run_1/clk_routes.png
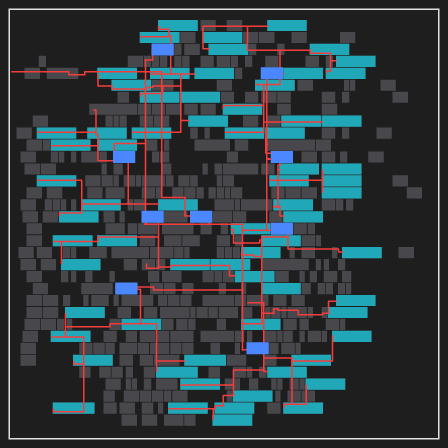
run_1/placement.png
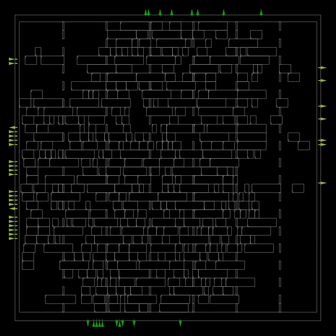
run_1/sizes.png
Scale bar: 20 um.
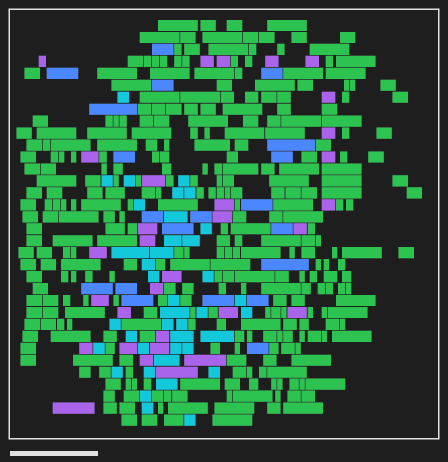
<file path="src/rtl/crc16_sched_pkg.sv">
`default_nettype none
// ============================================================================
// Module   : crc16_sched_pkg
// Purpose  : Shared types and constants for the CRC-16-CCITT scheduler.
//            CRC16_SCHED_INIT_ONES_EN selects INIT=FFFF (CCITT-FALSE),
//            otherwise INIT=0000 (XMODEM).
// Revision : 1.0 - initial release
// ============================================================================
package crc16_sched_pkg;

    typedef enum logic [2:0] {
        ST_IDLE   = 3'd0,
        ST_LOAD   = 3'd1,
        ST_SHIFT  = 3'd2,
        ST_WAIT   = 3'd3,
        ST_RESULT = 3'd4
    } state_t;

    localparam int              CRC_W    = 16;
    localparam logic [CRC_W-1:0] CRC_POLY = 16'h1021;
`ifdef CRC16_SCHED_INIT_ONES_EN
    localparam logic [CRC_W-1:0] CRC_INIT = 16'hFFFF;
`else
    localparam logic [CRC_W-1:0] CRC_INIT = 16'h0000;
`endif

    function automatic logic [CRC_W-1:0] crc_step(input logic [CRC_W-1:0] c,
                                                  input logic             b);
        logic f;
        f = c[CRC_W-1] ^ b;
        return {c[CRC_W-2:0], 1'b0} ^ (f ? CRC_POLY : '0);
    endfunction

endpackage
`default_nettype wire

</file>
<file path="src/rtl/crc16_serial.sv">
`default_nettype none
// ============================================================================
// Module   : crc16_serial
// Purpose  : Bit-serial CRC-16 register; init_load has priority over shift_en.
// Revision : 1.0 - initial release
// ============================================================================
module crc16_serial
    import crc16_sched_pkg::*;
(
    input  logic             clk,
    input  logic             rst_n,
    input  logic             init_load,
    input  logic             shift_en,
    input  logic             bit_in,
    output logic [CRC_W-1:0] crc
);

    logic [CRC_W-1:0] r_crc;

    always_ff @(posedge clk or negedge rst_n) begin
        if (!rst_n) begin
            r_crc <= '0;
        end else if (init_load) begin
            r_crc <= CRC_INIT;
        end else if (shift_en) begin
            r_crc <= crc_step(r_crc, bit_in);
        end
    end

    assign crc = r_crc;

endmodule
`default_nettype wire

</file>
<file path="src/rtl/crc16_sched.sv">
`default_nettype none
// ============================================================================
// Module   : crc16_sched
// Purpose  : Round-robin scheduler feeding two byte streams through a shared
//            bit-serial CRC-16 engine. Build macro: CRC16_SCHED_INIT_ONES_EN.
// Revision : 1.0 - initial release
// ============================================================================
module crc16_sched
    import crc16_sched_pkg::*;
#(
    parameter int FRAME_TIMEOUT = 255
)
(
    input  logic             clk,
    input  logic             rst_n,
    input  logic             req0_valid,
    output logic             req0_ready,
    input  logic [7:0]       req0_data,
    input  logic             req0_sof,
    input  logic             req0_eof,
    input  logic             req1_valid,
    output logic             req1_ready,
    input  logic [7:0]       req1_data,
    input  logic             req1_sof,
    input  logic             req1_eof,
    output logic             res_valid,
    input  logic             res_ready,
    output logic [CRC_W-1:0] res_crc,
    output logic             res_id,
    output logic             res_abort,
    output logic             busy
);

    localparam logic [15:0] c_timeout = 16'(FRAME_TIMEOUT);

    state_t           r_state, w_next;
    logic             r_grant, r_last, r_disc0, r_disc1, r_eof;
    logic [7:0]       r_byte;
    logic [2:0]       r_bit_cnt;
    logic [15:0]      r_idle_cnt;
    logic [CRC_W-1:0] r_res_crc, w_crc;
    logic             r_res_id, r_res_abort;

    logic             w_open, w_hs, w_elig0, w_elig1, w_gnt_id, w_timeout;
    logic             w_sel_valid, w_sel_sof, w_sel_eof, w_bit_in;
    logic [7:0]       w_sel_data;

    // Ready is decoded purely from registered state so valid never reaches ready.
    assign w_open     = (r_state == ST_LOAD) || (r_state == ST_WAIT);
    assign req0_ready = (w_open && !r_grant) || r_disc0;
    assign req1_ready = (w_open &&  r_grant) || r_disc1;

    assign w_sel_valid = r_grant ? req1_valid : req0_valid;
    assign w_sel_data  = r_grant ? req1_data  : req0_data;
    assign w_sel_sof   = r_grant ? req1_sof   : req0_sof;
    assign w_sel_eof   = r_grant ? req1_eof   : req0_eof;
    assign w_hs        = w_open && w_sel_valid;

    assign w_elig0   = req0_valid && req0_sof;
    assign w_elig1   = req1_valid && req1_sof;
    assign w_gnt_id  = (w_elig0 && w_elig1) ? ~r_last : w_elig1;
    assign w_timeout = (r_state == ST_WAIT) && !w_hs && (r_idle_cnt == c_timeout);
    assign w_bit_in  = r_byte[r_bit_cnt];

    always_comb begin
        w_next = r_state;
        case (r_state)
            ST_IDLE:   if (w_elig0 || w_elig1) w_next = ST_LOAD;
            ST_LOAD:   if (w_hs) w_next = ST_SHIFT;
            ST_SHIFT:  if (r_bit_cnt == 3'd0) w_next = r_eof ? ST_RESULT : ST_WAIT;
            ST_WAIT: begin
                if (w_hs)           w_next = ST_SHIFT;
                else if (w_timeout) w_next = ST_RESULT;
            end
            ST_RESULT: if (res_ready) w_next = ST_IDLE;
            default:   w_next = ST_IDLE;
        endcase
    end

    always_ff @(posedge clk or negedge rst_n) begin
        if (!rst_n) begin
            r_state     <= ST_IDLE;
            r_grant     <= 1'b0;
            r_last      <= 1'b1;
            r_disc0     <= 1'b0;
            r_disc1     <= 1'b0;
            r_eof       <= 1'b0;
            r_byte      <= '0;
            r_bit_cnt   <= '0;
            r_idle_cnt  <= '0;
            r_res_crc   <= '0;
            r_res_id    <= 1'b0;
            r_res_abort <= 1'b0;
        end else begin
            r_state <= w_next;
            if (r_state == ST_IDLE && (w_elig0 || w_elig1)) r_grant <= w_gnt_id;
            if (w_hs) begin
                r_byte    <= w_sel_data;
                r_eof     <= w_sel_eof;
                r_bit_cnt <= 3'd7;
            end else if (r_state == ST_SHIFT) begin
                r_bit_cnt <= r_bit_cnt - 3'd1;
            end
            r_idle_cnt <= (r_state == ST_WAIT) ? r_idle_cnt + 16'd1 : 16'd0;
            // Discard pulse: one-cycle ready for a stray non-sof byte while idle.
            r_disc0 <= (r_state == ST_IDLE) && (w_next == ST_IDLE) &&
                       req0_valid && !req0_sof && !r_disc0;
            r_disc1 <= (r_state == ST_IDLE) && (w_next == ST_IDLE) &&
                       req1_valid && !req1_sof && !r_disc1;
            if (r_state != ST_RESULT && w_next == ST_RESULT) begin
                r_res_id    <= r_grant;
                r_res_abort <= (r_state == ST_WAIT);
                r_res_crc   <= (r_state == ST_WAIT) ? w_crc : crc_step(w_crc, w_bit_in);
            end
            if (r_state == ST_RESULT && res_ready) r_last <= r_res_id;
        end
    end

    crc16_serial u_crc (
        .clk       (clk),
        .rst_n     (rst_n),
        .init_load (w_hs && w_sel_sof),
        .shift_en  (r_state == ST_SHIFT),
        .bit_in    (w_bit_in),
        .crc       (w_crc)
    );

    assign res_valid = (r_state == ST_RESULT);
    assign res_crc   = r_res_crc;
    assign res_id    = r_res_id;
    assign res_abort = r_res_abort;
    assign busy      = (r_state != ST_IDLE);

endmodule
`default_nettype wire
</file>
<file path="config.mk">
export PLATFORM = sky130hd
export DESIGN_NAME = crc16_sched
export DESIGN_NICKNAME = d
export VERILOG_FILES = /design/src/rtl/crc16_sched_pkg.sv /design/src/rtl/crc16_serial.sv /design/src/rtl/crc16_sched.sv
export SDC_FILE = /design/constraint.sdc
export NUM_CORES = 1
export LEC_CHECK = 0
export CORE_MARGIN = 1
export CORE_UTILIZATION = 39
export DETAILED_ROUTE_END_ITERATION = 12
export HOLD_SLACK_MARGIN = 0.12
export PLACE_DENSITY = 0.7
export SLEW_MARGIN = 30
export SYNTH_ARGS = -nofsm -noshare
export SYNTH_HDL_FRONTEND = slang
export SYNTH_SLANG_ARGS = --single-unit
</file>
<file path="constraint.sdc">
create_clock -name clk -period 2.1 [get_ports clk]
set_clock_uncertainty 0.2 [all_clocks]
set_input_delay 0.42 -clock clk [delete_from_list [all_inputs] [get_ports clk]]
set_output_delay 0.42 -clock clk [all_outputs]
set_load 0.01 [all_outputs]
</file>
==> CHANGELOG.md, run 1 <==
## Flow update

* Routed Antenna Nets at 0
* Most frequent cells in the layout: dfrtp_1 (66), clkdlybuf4s50_1 (41), nand2_1 (27), buf_4 (27), mux2i_1 (24)
* R2R Setup Slk at 0.04 ns
* Routing usage on met3 at 3.60%
* Number of diodes at 0
* Logic cell area at 0.00176 mm^2
* Seq area share at 36.9%
* Synth top cell by count: dfrtp_1
* P_seq at 2.14 mW
* Crit path time final at 2.07 ns
* Largest net degree at the start of global routing at 70
* Setup bufs post-CTS at 1
* Area leader, netlist: dfrtp_1
* Fin. Hold Viols at 0
* Die height at 97.4 um
* Startpoint Class: register
* Worst R2R Start: r_state[0]$_DFF_PN0_
* Adder share at 1.06%
* Hold endpoint: r_idle_cnt[0]$_DFF_PN0_
* # IOs at 47
* Tap Cells at 108
* Metal1 wirelength at 3.53 mm
* Root Buffer: clkbuf_8
* Crit path capture type: output pin
* Register share after synthesis at 48.7%
* PostCTS Resize Cnt at 9
* Ys flops at 69
* Net Sw Power at 2.29 mW
* Comb area leader: simple AND/OR/NAND/NOR gates
* # setup viols final at 0
* Area leader share at 48.0%
* Warning total across the stage logs at 29
* Hold Path Stages at 1
* Switching share of power at 35.3%
* Comb gates at 239
* Met2 WL at 3.71 mm
* Worst hold path type: register to register
* Cell chain of the critical path: buf_4 > nor3b_2 > clkdlybuf4s15_1
* Mux share at 9.31%
* FF/Latch Area at 0.00173 mm^2
* Simple Share, Synth at 17.6%
* Max Cap Violations at 0
* Vias in the first global route at 2723
* FF+latch count at 69
* Max rail drop VDD at 0.000667 V
* Clock buffers at 11
* Area fraction in compound gates at 15.3%
* Maximum clock frequency at 0.484 GHz
* Most numerous logic cell after layout: dfrtp_1
* Clk sinks at 69
* DP Wirelength at 5.29 mm
* GRT Util Overall at 17.5%
* Post-synth EDFFs at 0
* Drt first-iter violations at 172
* Hold Buf Count CTS at 1
* Crit. path cell count at 3
* Clk. pwr at 1.38 mW
* Critical path class: register to output pin
* Outcome: finished, final reports clean
* Largest area class, layout: logic gates
* Crit. Startpoint: r_state[0]$_DFF_PN0_
* ClkCell Share at 5.50%
* XOR Share, Synth at 4.48%
* Cells after synthesis at 333
* Pre-antenna DRT Iters at 4
Notes on clk_routes.png above:
legend:
  clock wires:
    colour: red
    length: 946 um
  flip-flops:
    colour: cyan
    count: 69
  clock drivers:
    colour: blue
    count: 9
routed clock nets: 10
flops lie: spread over the die
Latency at later pin: 0.35 ns
Clk network pwr share: 21.4%

Notes on placement.png above:
Core Area: 0.00876 mm^2
fin util: 53.5%
final cell count without fillers: 517

Notes on sizes.png above:
legend:
  _6 and larger:
    colour: blue
    cells: 20
    share: 4.9%
  _3 and _4 cells:
    colour: cyan
    cells: 39
    share: 9.5%
  _2 cells:
    colour: purple
    cells: 31
    share: 7.6%
  _0 and _1 cells:
    colour: green
    cells: 319
    share: 78%
final worst slack: 0.0335 ns
Area growth, synth to finish: 32.1%
Non-clk bufs: 80

==> run 2: changes to the inputs <==
==> constraint.sdc (replaced) <==
create_clock -name clk -period 2.05 [get_ports clk]
set_clock_uncertainty 0.2 [all_clocks]
set_input_delay 0.41 -clock clk [delete_from_list [all_inputs] [get_ports clk]]
set_output_delay 0.41 -clock clk [all_outputs]
set_load 0.01 [all_outputs]
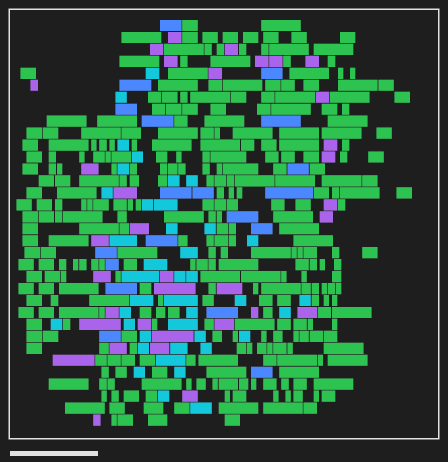
run_2/sizes.png
Scale bar: 20 um.
legend:
  _3 and _4 cells:
    colour: cyan
    cells: 40
    share: 9.8%
  _2 cells:
    colour: purple
    cells: 34
    share: 8.3%
  _6 and larger:
    colour: blue
    cells: 19
    share: 4.6%
  _0 and _1 cells:
    colour: green
    cells: 316
    share: 77%
fin area: 0.00467 mm^2
Area growth, synth to finish: 31.7%
final worst slack: -0.133 ns

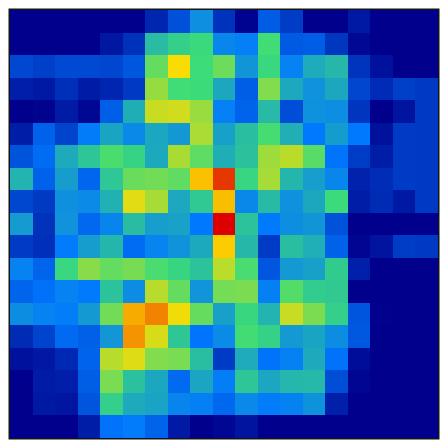
run_2/metal_density.png
19 x 19 tiles, from dark blue (low) to red (high), scaled to the fullest tile. Values are wire area over tile area, all layers added.
mean over tiles: 0.13
nearly empty tiles: 19%
densest ninth of the die: centre
fullest tile: 0.48
tiles over half the peak: 15%
total number of vias: 2747
GRT Util Overall: 17.0%
DR WL/cell: 14.6 um

==> run 2 against run 1 <==
  * The flow now finishes with violations (negative setup slack)
  * Final cell count unchanged
  * Highest routed layer unchanged
  * Die area unchanged
  * First-iteration DRC count decreased by 48%
  * Worst hold slack got worse by 0.016 ns
  * Power down 2.5%
  * Synthesized cell count unchanged
  * Flip-flop count unchanged
  * Critical path depth stayed put
  * Clock-buffer cell count fell by 2
==> CHANGELOG.md, run 2 <==
## Flow update

* Area leader share at 48.0%
* Mux share at 9.31%
* Max rail drop VDD at 0.000644 V
* Hold Buf Count CTS at 1
* # setup viols final at 3
* Comb gates at 239
* P_seq at 2.21 mW
* Number of diodes at 0
* Latency at later pin at 0.36 ns
* Critical path class: register to output pin
* Crit path time final at 2.18 ns
* Largest net degree at the start of global routing at 34
* XOR Share, Synth at 4.48%
* Comb area leader: simple AND/OR/NAND/NOR gates
* FF+latch count at 69
* Hold endpoint: r_idle_cnt[0]$_DFF_PN0_
* Die height at 97.4 um
* Ys flops at 69
* Metal1 wirelength at 3.42 mm
* Tap Cells at 108
* Failing checks: negative setup slack
* Area fraction in compound gates at 15.3%
* Worst R2R Start: r_idle_cnt[8]$_DFF_PN0_
* Maximum clock frequency at 0.458 GHz
* Simple Share, Synth at 17.6%
* Clock buffers at 9
* PostCTS Resize Cnt at 3
* Warning total across the stage logs at 29
* Switching share of power at 37.0%
* Max Cap Violations at 0
* Crit. path cell count at 3
* Synth top cell by count: dfrtp_1
* Non-clk bufs at 80
* Final cell count without fillers at 517
* Fin. Hold Viols at 0
* Clk network pwr share at 17.6%
* ClkCell Share at 4.26%
* Adder share at 1.06%
* Crit. Startpoint: r_state[0]$_DFF_PN0_
* Final worst slack at -0.133 ns
* Net Sw Power at 2.34 mW
* Outcome: finished with violations
* Clk sinks at 69
* Startpoint Class: register
* Core Area at 0.00876 mm^2
==> run 3: changes to the inputs <==
==> constraint.sdc (replaced) <==
create_clock -name clk -period 2.05 [get_ports clk]
set_clock_uncertainty 0.2 [all_clocks]
set_input_delay 0.41 -clock clk [delete_from_list [all_inputs] [get_ports clk]]
set_output_delay 0.41 -clock clk [all_outputs]
set_load 0.02 [all_outputs]
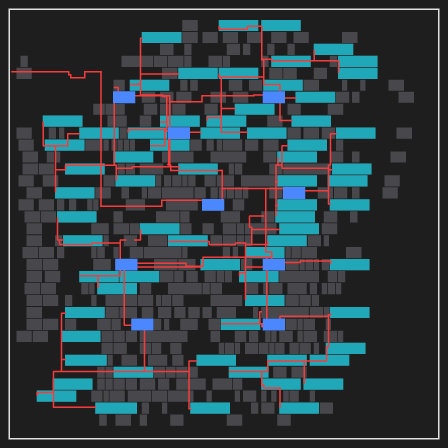
run_3/clk_routes.png
legend:
  flip-flops:
    colour: cyan
    count: 69
  clock wires:
    colour: red
    length: 897 um
  clock drivers:
    colour: blue
    count: 9
routed clock nets: 10
Clk network pwr share: 20.2%
Clk. pwr: 1.36 mW

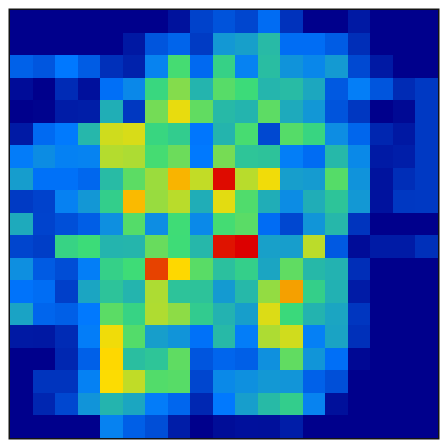
run_3/metal_density.png
19 x 19 tiles, from dark blue (low) to red (high), scaled to the fullest tile. Values are wire area over tile area, all layers added.
mean over tiles: 0.13
fullest tile: 0.48
nearly empty tiles: 19%
emptiest ninth of the die: south-east
densest ninth of the die: centre
DR WL/cell: 15.2 um
total number of vias: 2755
GRT Util Overall: 17.0%
final wirelength: 7.91 mm

==> run 3 against run 2 <==
  * The run now ends clean
  * Global-route usage is essentially flat
  * Power grew 6.7%
  * Critical path type is now register to register
  * Register-to-register slack gained 0.10 ns
  * Worst setup slack gained 0.17 ns
  * Final area grew 0.72%
  * Non-clock buffer count grew 3
  * Sequential share of layout area shrank 0.32 points
  * Via count grew 0.29%
  * Flip-flop count is the same
  * Critical endpoint is now res_id$_DFFE_PN0P_
==> CHANGELOG.md, run 3 <==
## Flow update

* Outcome: finished, final reports clean
* Tap Cells at 108
* Clock buffers at 9
* ClkCell Share at 5.26%
* Core Area at 0.00876 mm^2
* Ys flops at 69
* Metal1 wirelength at 3.52 mm
* Critical path class: register to register
* Seq area share at 36.7%
* Most numerous logic cell after layout: dfrtp_1
* Vias in the first global route at 2747
* Area growth, synth to finish at 32.7%
* Fin. Hold Viols at 0
* Hold endpoint: r_idle_cnt[0]$_DFF_PN0_
* Fin nets at 435
* Worst R2R Start: r_idle_cnt[8]$_DFF_PN0_
* Register share after synthesis at 48.7%
* Area leader share at 48.0%
* Worst hold path type: register to register
* Comb area leader: simple AND/OR/NAND/NOR gates
* Post-synth EDFFs at 0
* Startpoint Class: register
* Crit. Startpoint: r_idle_cnt[8]$_DFF_PN0_
* Cells after synthesis at 333
* Max Cap Violations at 0
* Comb gates at 239
* # IOs at 47
* Crit path time final at 2.01 ns
* PostCTS Resize Cnt at 9
* Pre-antenna DRT Iters at 4
* Cell chain of the critical path: nor4_2 > nand4_1 > nor4_4 > nor2_4 > mux2_4
* Net Sw Power at 2.53 mW
* Adder share at 1.06%
* Largest net degree at the start of global routing at 34
* Area fraction in compound gates at 15.3%
* Most frequent cells in the layout: dfrtp_1 (67), clkdlybuf4s50_1 (41), buf_4 (28)
* Largest area class, layout: logic gates
* Number of diodes at 0
* DP Wirelength at 5.39 mm
* Hold Path Stages at 1
* Logic cell area at 0.00175 mm^2
* Crit path capture type: register
* Hold Buf Count CTS at 1
* FF+latch count at 69
* Routed Antenna Nets at 0
* Mux share at 9.31%
* R2R Setup Slk at 0.04 ns
* Fin util at 53.7%
* Synth Area per Inst at 10.7 um^2
* Area leader, netlist: dfrtp_1
* FF/Latch Area at 0.00173 mm^2
* Switching share of power at 37.5%
* Met2 WL at 4.03 mm
* Non-clk bufs at 83
* Crit. path cell count at 5
* P_seq at 2.21 mW
* Final worst slack at 0.0407 ns
* Setup bufs post-CTS at 0
* Latency at later pin at 0.35 ns
* Warning total across the stage logs at 29
* Drt first-iter violations at 214
* Max rail drop VDD at 0.000555 V
* XOR Share, Synth at 4.48%
* Synth top cell by count: dfrtp_1
* Root Buffer: clkbuf_8
* Non-clk buf share at 17.5%
Power and IR drop assume default switching activity.
